<file path="config.mk">
export PLATFORM = sky130hd
export DESIGN_NAME = gray_counter_flat
export DESIGN_NICKNAME = d
export VERILOG_FILES = /design/src/rtl/gray_pkg.sv /design/src/rtl/gray_counter_if.sv /design/src/rtl/gray_counter_binary2gray.sv /design/src/rtl/gray_counter.sv /design/src/flat_wrapper.sv
export SDC_FILE = /design/constraint.sdc
export NUM_CORES = 1
export LEC_CHECK = 0
export CORE_AREA = 2 2 39 41
export DETAILED_ROUTE_END_ITERATION = 6
export DIE_AREA = 0 0 41 43
export GPL_TIMING_DRIVEN = 1
export PLACE_DENSITY = 0.71
export SLEW_MARGIN = 15
export SYNTH_ARGS = -nofsm -noshare
export SYNTH_HDL_FRONTEND = slang
export SYNTH_HIERARCHICAL = 1
export SYNTH_SLANG_ARGS = --single-unit
</file>
<file path="constraint.sdc">
create_clock -name clk -period 2 [get_ports clk]
set_clock_uncertainty 0.15 [all_clocks]
set_input_delay 0.6 -clock clk [delete_from_list [all_inputs] [get_ports clk]]
set_output_delay 0.6 -clock clk [all_outputs]
set_load 0.01 [all_outputs]
</file>
<file path="src/rtl/gray_pkg.sv">
// rtl/gray_pkg.sv - shared constants and Gray conversion helpers
// Helpers are fixed at 16 bits, the widest legal counter.
package gray_pkg;

   localparam int DEFAULT_WIDTH = 4;

   function automatic logic [15:0] bin2gray(input logic [15:0] bin);
      return bin ^ (bin >> 1);
   endfunction

   function automatic logic [15:0] gray2bin(input logic [15:0] gray);
      logic [15:0] bin;
      bin[15] = gray[15];
      for (int i = 14; i >= 0; i--) begin
         bin[i] = bin[i+1] ^ gray[i];
      end
      return bin;
   endfunction

endpackage

</file>
<file path="src/rtl/gray_counter_if.sv">
// rtl/gray_counter_if.sv - control and result bundle of the Gray counter
// master drives the controls, slave is the counter itself.
interface gray_counter_if #(
   parameter int WIDTH = 4
);
   logic             en;
   logic             up_dn;
   logic             load;
   logic [WIDTH-1:0] load_val;
   logic [WIDTH-1:0] bin_out;
   logic [WIDTH-1:0] gray_out;
   logic             tc;
   logic             wrap_pulse;

   modport master (
      output en, up_dn, load, load_val,
      input  bin_out, gray_out, tc, wrap_pulse
   );

   modport slave (
      input  en, up_dn, load, load_val,
      output bin_out, gray_out, tc, wrap_pulse
   );
endinterface

</file>
<file path="src/rtl/gray_counter_binary2gray.sv">
// rtl/gray_counter_binary2gray.sv - combinational binary to Gray converter
// Pure logic; the caller registers the result.
module binary2gray #(
   parameter int WIDTH = 4
) (
   input  logic [WIDTH-1:0] bin_i,
   output logic [WIDTH-1:0] gray_o
);
   assign gray_o = bin_i ^ (bin_i >> 1);
endmodule

</file>
<file path="src/rtl/gray_counter.sv">
// rtl/gray_counter.sv - up/down binary counter with registered Gray output
// Gray is converted from the next binary value so both outputs update on the same edge.
module gray_counter
   import gray_pkg::*;
#(
   parameter int WIDTH = DEFAULT_WIDTH,
   parameter int WRAP  = 1
) (
   input  logic           clk,
   input  logic           rst,
   gray_counter_if.slave  bus
);
   localparam logic [WIDTH-1:0] ALL_ONES = '1;

   logic [WIDTH-1:0] bin_q, bin_d;
   logic [WIDTH-1:0] gray_q, gray_d;
   logic             wrap_q, wrap_d;
   logic             at_term;

   assign at_term = bus.up_dn ? (bin_q == ALL_ONES) : (bin_q == '0);

   always_comb begin
      bin_d  = bin_q;
      wrap_d = 1'b0;
      if (bus.load) begin
         bin_d = bus.load_val;
      end else if (bus.en) begin
         // In saturate mode the terminal value simply holds.
         if (!(at_term && (WRAP == 0))) begin
            bin_d  = bus.up_dn ? bin_q + WIDTH'(1) : bin_q - WIDTH'(1);
            wrap_d = at_term;
         end
      end
   end

   binary2gray #(.WIDTH(WIDTH)) u_b2g (
      .bin_i  (bin_d),
      .gray_o (gray_d)
   );

   always_ff @(posedge clk or posedge rst) begin
      if (rst) begin
         bin_q  <= '0;
         gray_q <= '0;
         wrap_q <= 1'b0;
      end else begin
         bin_q  <= bin_d;
         gray_q <= gray_d;
         wrap_q <= wrap_d;
      end
   end

   assign bus.bin_out    = bin_q;
   assign bus.gray_out   = gray_q;
   assign bus.wrap_pulse = wrap_q;
   assign bus.tc         = at_term;

endmodule
</file>
<file path="src/flat_wrapper.sv">
// flat-port wrapper written by rule: the top's interface ports become plain ports
module gray_counter_flat import gray_pkg::*;
#(
   parameter int WIDTH = DEFAULT_WIDTH,
   parameter int WRAP  = 1
)
  (clk, rst, bus_en, bus_up_dn, bus_load, bus_load_val, bus_bin_out, bus_gray_out, bus_tc, bus_wrap_pulse);
  gray_counter_if #(.WIDTH(WIDTH)) bus_i ();
  input  logic clk;
  input  logic rst;
  input wire logic [$bits(bus_i.en)-1:0] bus_en;
  input wire logic [$bits(bus_i.up_dn)-1:0] bus_up_dn;
  input wire logic [$bits(bus_i.load)-1:0] bus_load;
  input wire logic [$bits(bus_i.load_val)-1:0] bus_load_val;
  output wire logic [$bits(bus_i.bin_out)-1:0] bus_bin_out;
  output wire logic [$bits(bus_i.gray_out)-1:0] bus_gray_out;
  output wire logic [$bits(bus_i.tc)-1:0] bus_tc;
  output wire logic [$bits(bus_i.wrap_pulse)-1:0] bus_wrap_pulse;
  assign bus_i.en = bus_en;
  assign bus_i.up_dn = bus_up_dn;
  assign bus_i.load = bus_load;
  assign bus_i.load_val = bus_load_val;
  assign bus_bin_out = bus_i.bin_out;
  assign bus_gray_out = bus_i.gray_out;
  assign bus_tc = bus_i.tc;
  assign bus_wrap_pulse = bus_i.wrap_pulse;
  gray_counter #(.WIDTH(WIDTH), .WRAP(WRAP)) u_core (.clk(clk), .rst(rst), .bus(bus_i));
endmodule
</file>
**The clock network**

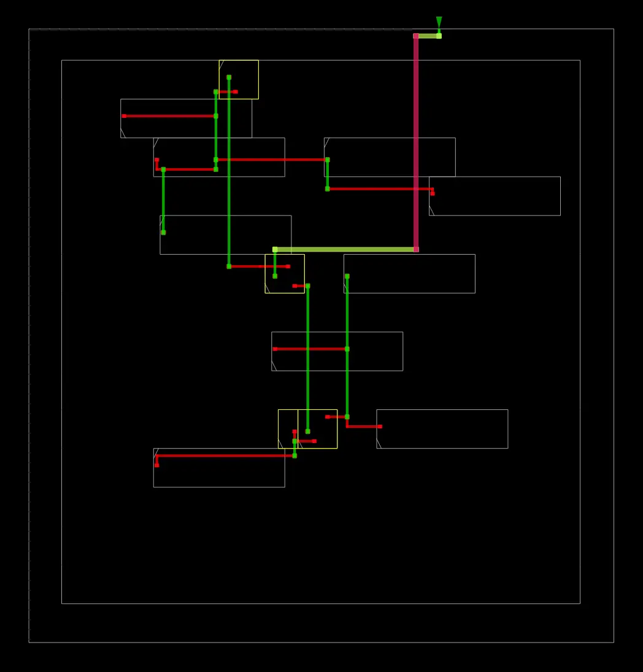
power of the clock network: 139 uW
worst skew pair latency: 0.25 ns

**Signal wires by layer**

Drawn at 12 px/um. Only two layers are drawn.
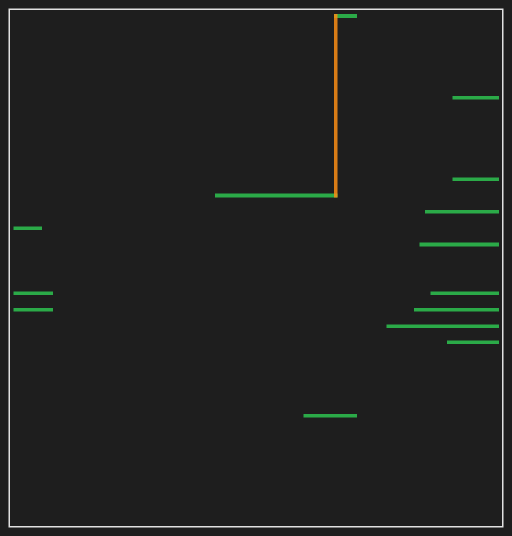
M4 -> orange  # wire length 15.0 um
M3 -> green  # wire length 68.3 um

==> impl_metrics.xml <==
<?xml version="1.0" encoding="UTF-8"?>
<metrics>
  <group name="outcome">
    <metric name="status" unit="">complete, no violations</metric>
  </group>
  <group name="finish">
    <metric name="final_core_utilization" unit="">0.581</metric>
    <metric name="seq-cell-share" unit="">0.280</metric>
    <metric name="syn2layout_area_growth" unit="%">56.1</metric>
    <metric name="antenna-diode-count" unit="">0</metric>
    <metric name="final_layout_size_suffix_gt1_frac" unit="">0.247</metric>
    <metric name="mi_logic_area" unit="sq um">269</metric>
  </group>
  <group name="yosys">
    <metric name="ys_chip_area" unit="sq um">515</metric>
    <metric name="ys_sh_mux" unit="">0.0388</metric>
    <metric name="synth_dominant_cell_count" unit="">sky130_fd_sc_hd__dfrtp_1</metric>
    <metric name="post_synth_aoi_oai_area" unit="">0.114</metric>
    <metric name="synth_nets" unit="">62</metric>
    <metric name="synth_seq_share" unit="">0.437</metric>
  </group>
  <group name="pwr">
    <metric name="reported_combinational_group_power" unit="uW">273</metric>
  </group>
  <group name="setup_path">
    <metric name="reg2reg_depth" unit="">7</metric>
    <metric name="crit_path_start_kind" unit="">input port</metric>
    <metric name="crit_path_top_delay_cell" unit="">sky130_fd_sc_hd__and3_2</metric>
    <metric name="critical-path-max-stage-delay" unit="ns">0.17</metric>
  </group>
  <group name="drt">
    <metric name="wl_met3" unit="um">68</metric>
    <metric name="routed-wl-met2" unit="um">745</metric>
    <metric name="drt_wl_total" unit="um">1320</metric>
  </group>
  <group name="floorplan">
    <metric name="initial_core_util" unit="">0.373</metric>
    <metric name="tap_cells" unit="">16</metric>
  </group>
  <group name="flow_run">
    <metric name="max_cap_viol_count" unit="">0</metric>
  </group>
  <group name="placed_design">
    <metric name="placement.setup.worst_slack" unit="ns">-0.760</metric>
    <metric name="dp_hpwl" unit="um">941</metric>
  </group>
  <group name="grt">
    <metric name="grt.met1_usage" unit="">0.203</metric>
  </group>
  <group name="cts">
    <metric name="cts_made_buffers" unit="">3</metric>
  </group>
  <group name="sta">
    <metric name="grt_setup_unrepaired" unit="">false</metric>
  </group>
</metrics>
**Zoomed window**

Window x 21 to 41, y 22 to 42 um. Cells in gray, sequential cells in the stronger gray; small squares are vias.
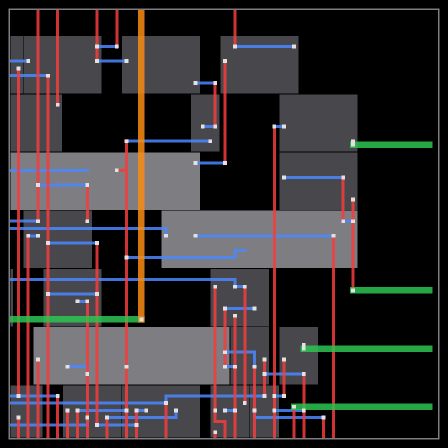
M4 -> orange
M2 -> red
M3 -> green
M1 -> blue
most frequent = clkdlybuf4s50_1 (5), buf_4 (3), dfrtp_1 (3)
sequential cells in the window = 3
cells with their middle in the window = 20

**Wires at chosen ports, followed through buffers**

Drawn at 8 px/um.
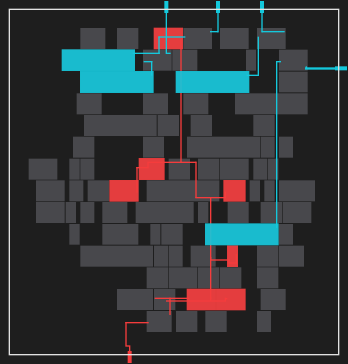
bus_en -> red  # direction input, edge south, end cells 7, buffers 2, wire 73.7 um
bus_gray_out -> cyan  # direction output, edge 3 north, 1 east, end cells 4, buffers 4, wire 56.4 um

-- stage by stage --
step | cells | setup TNS, ns | power, mW | hold WS (ns) | area, sq um
floorplan | 50 | 0 | 0.362 | 0.278 | 515
global placement | 92 | -4.26 | 0.509 | 0.424 | 779
detailed placement | 92 | -4.63 | 0.517 | 0.439 | 779
CTS | 96 | 0 | 0.656 | 0.447 | 795
global route | 97 | 0 | 0.696 | 0.484 | 805
finish | 97 | 0 | 0.648 | 0.457 | 805
-- sequential cells by signal, indices dropped and copies added (netlist names) --
| signal | count |
|---|---|
| u_core/bus.wrap_pulse | 1 |
| u_core/bus.bin_out | 4 |
| u_core/bus.gray_out | 4 |
-- cells by family after synthesis --
kind of cell | count (synthesis)
AND/OR/NAND/NOR | 17
AND-OR/OR-AND | 9
flip-flops | 9
XOR/XNOR | 5
buffers and inverters | 5
adder cells (fa/ha/maj) | 3
multiplexers | 2
-- worst register-to-register path: cells and delay by family, from the launching register on --
| kind | cells | cell delay (ns) |
|---|---|---|
| fa+ha+maj | 1 | 0.42 |
| flops | 1 | 0.41 |
| xor+xnor | 2 | 0.32 |
| buf+inv | 2 | 0.31 |
| mux | 1 | 0.14 |
| compound gates | 1 | 0.07 |
-- worst max-delay path by stage --
stage | end | from
3_3_place_gp | bus_tc | bus_up_dn
4_1_cts | bus_bin_out[0] | u_core/bus.bin_out[0]$_DFF_PP0_
2_1_floorplan | u_core/bus.gray_out[0]$_DFF_PP0_ | bus_up_dn
6_report | bus_tc | bus_up_dn
3_5_place_dp | bus_tc | bus_up_dn
5_1_grt | u_core/bus.gray_out[0]$_DFF_PP0_ | u_core/bus.bin_out[0]$_DFF_PP0_
-- what timing repair did --
action                                  CTS  global route
endpoints found under the setup margin   11             3
resized                                  15             1
pin swaps                                 5             0
buffers inserted                          0             1
Power figures rest on the tool's default switching activity, not on a simulated workload.
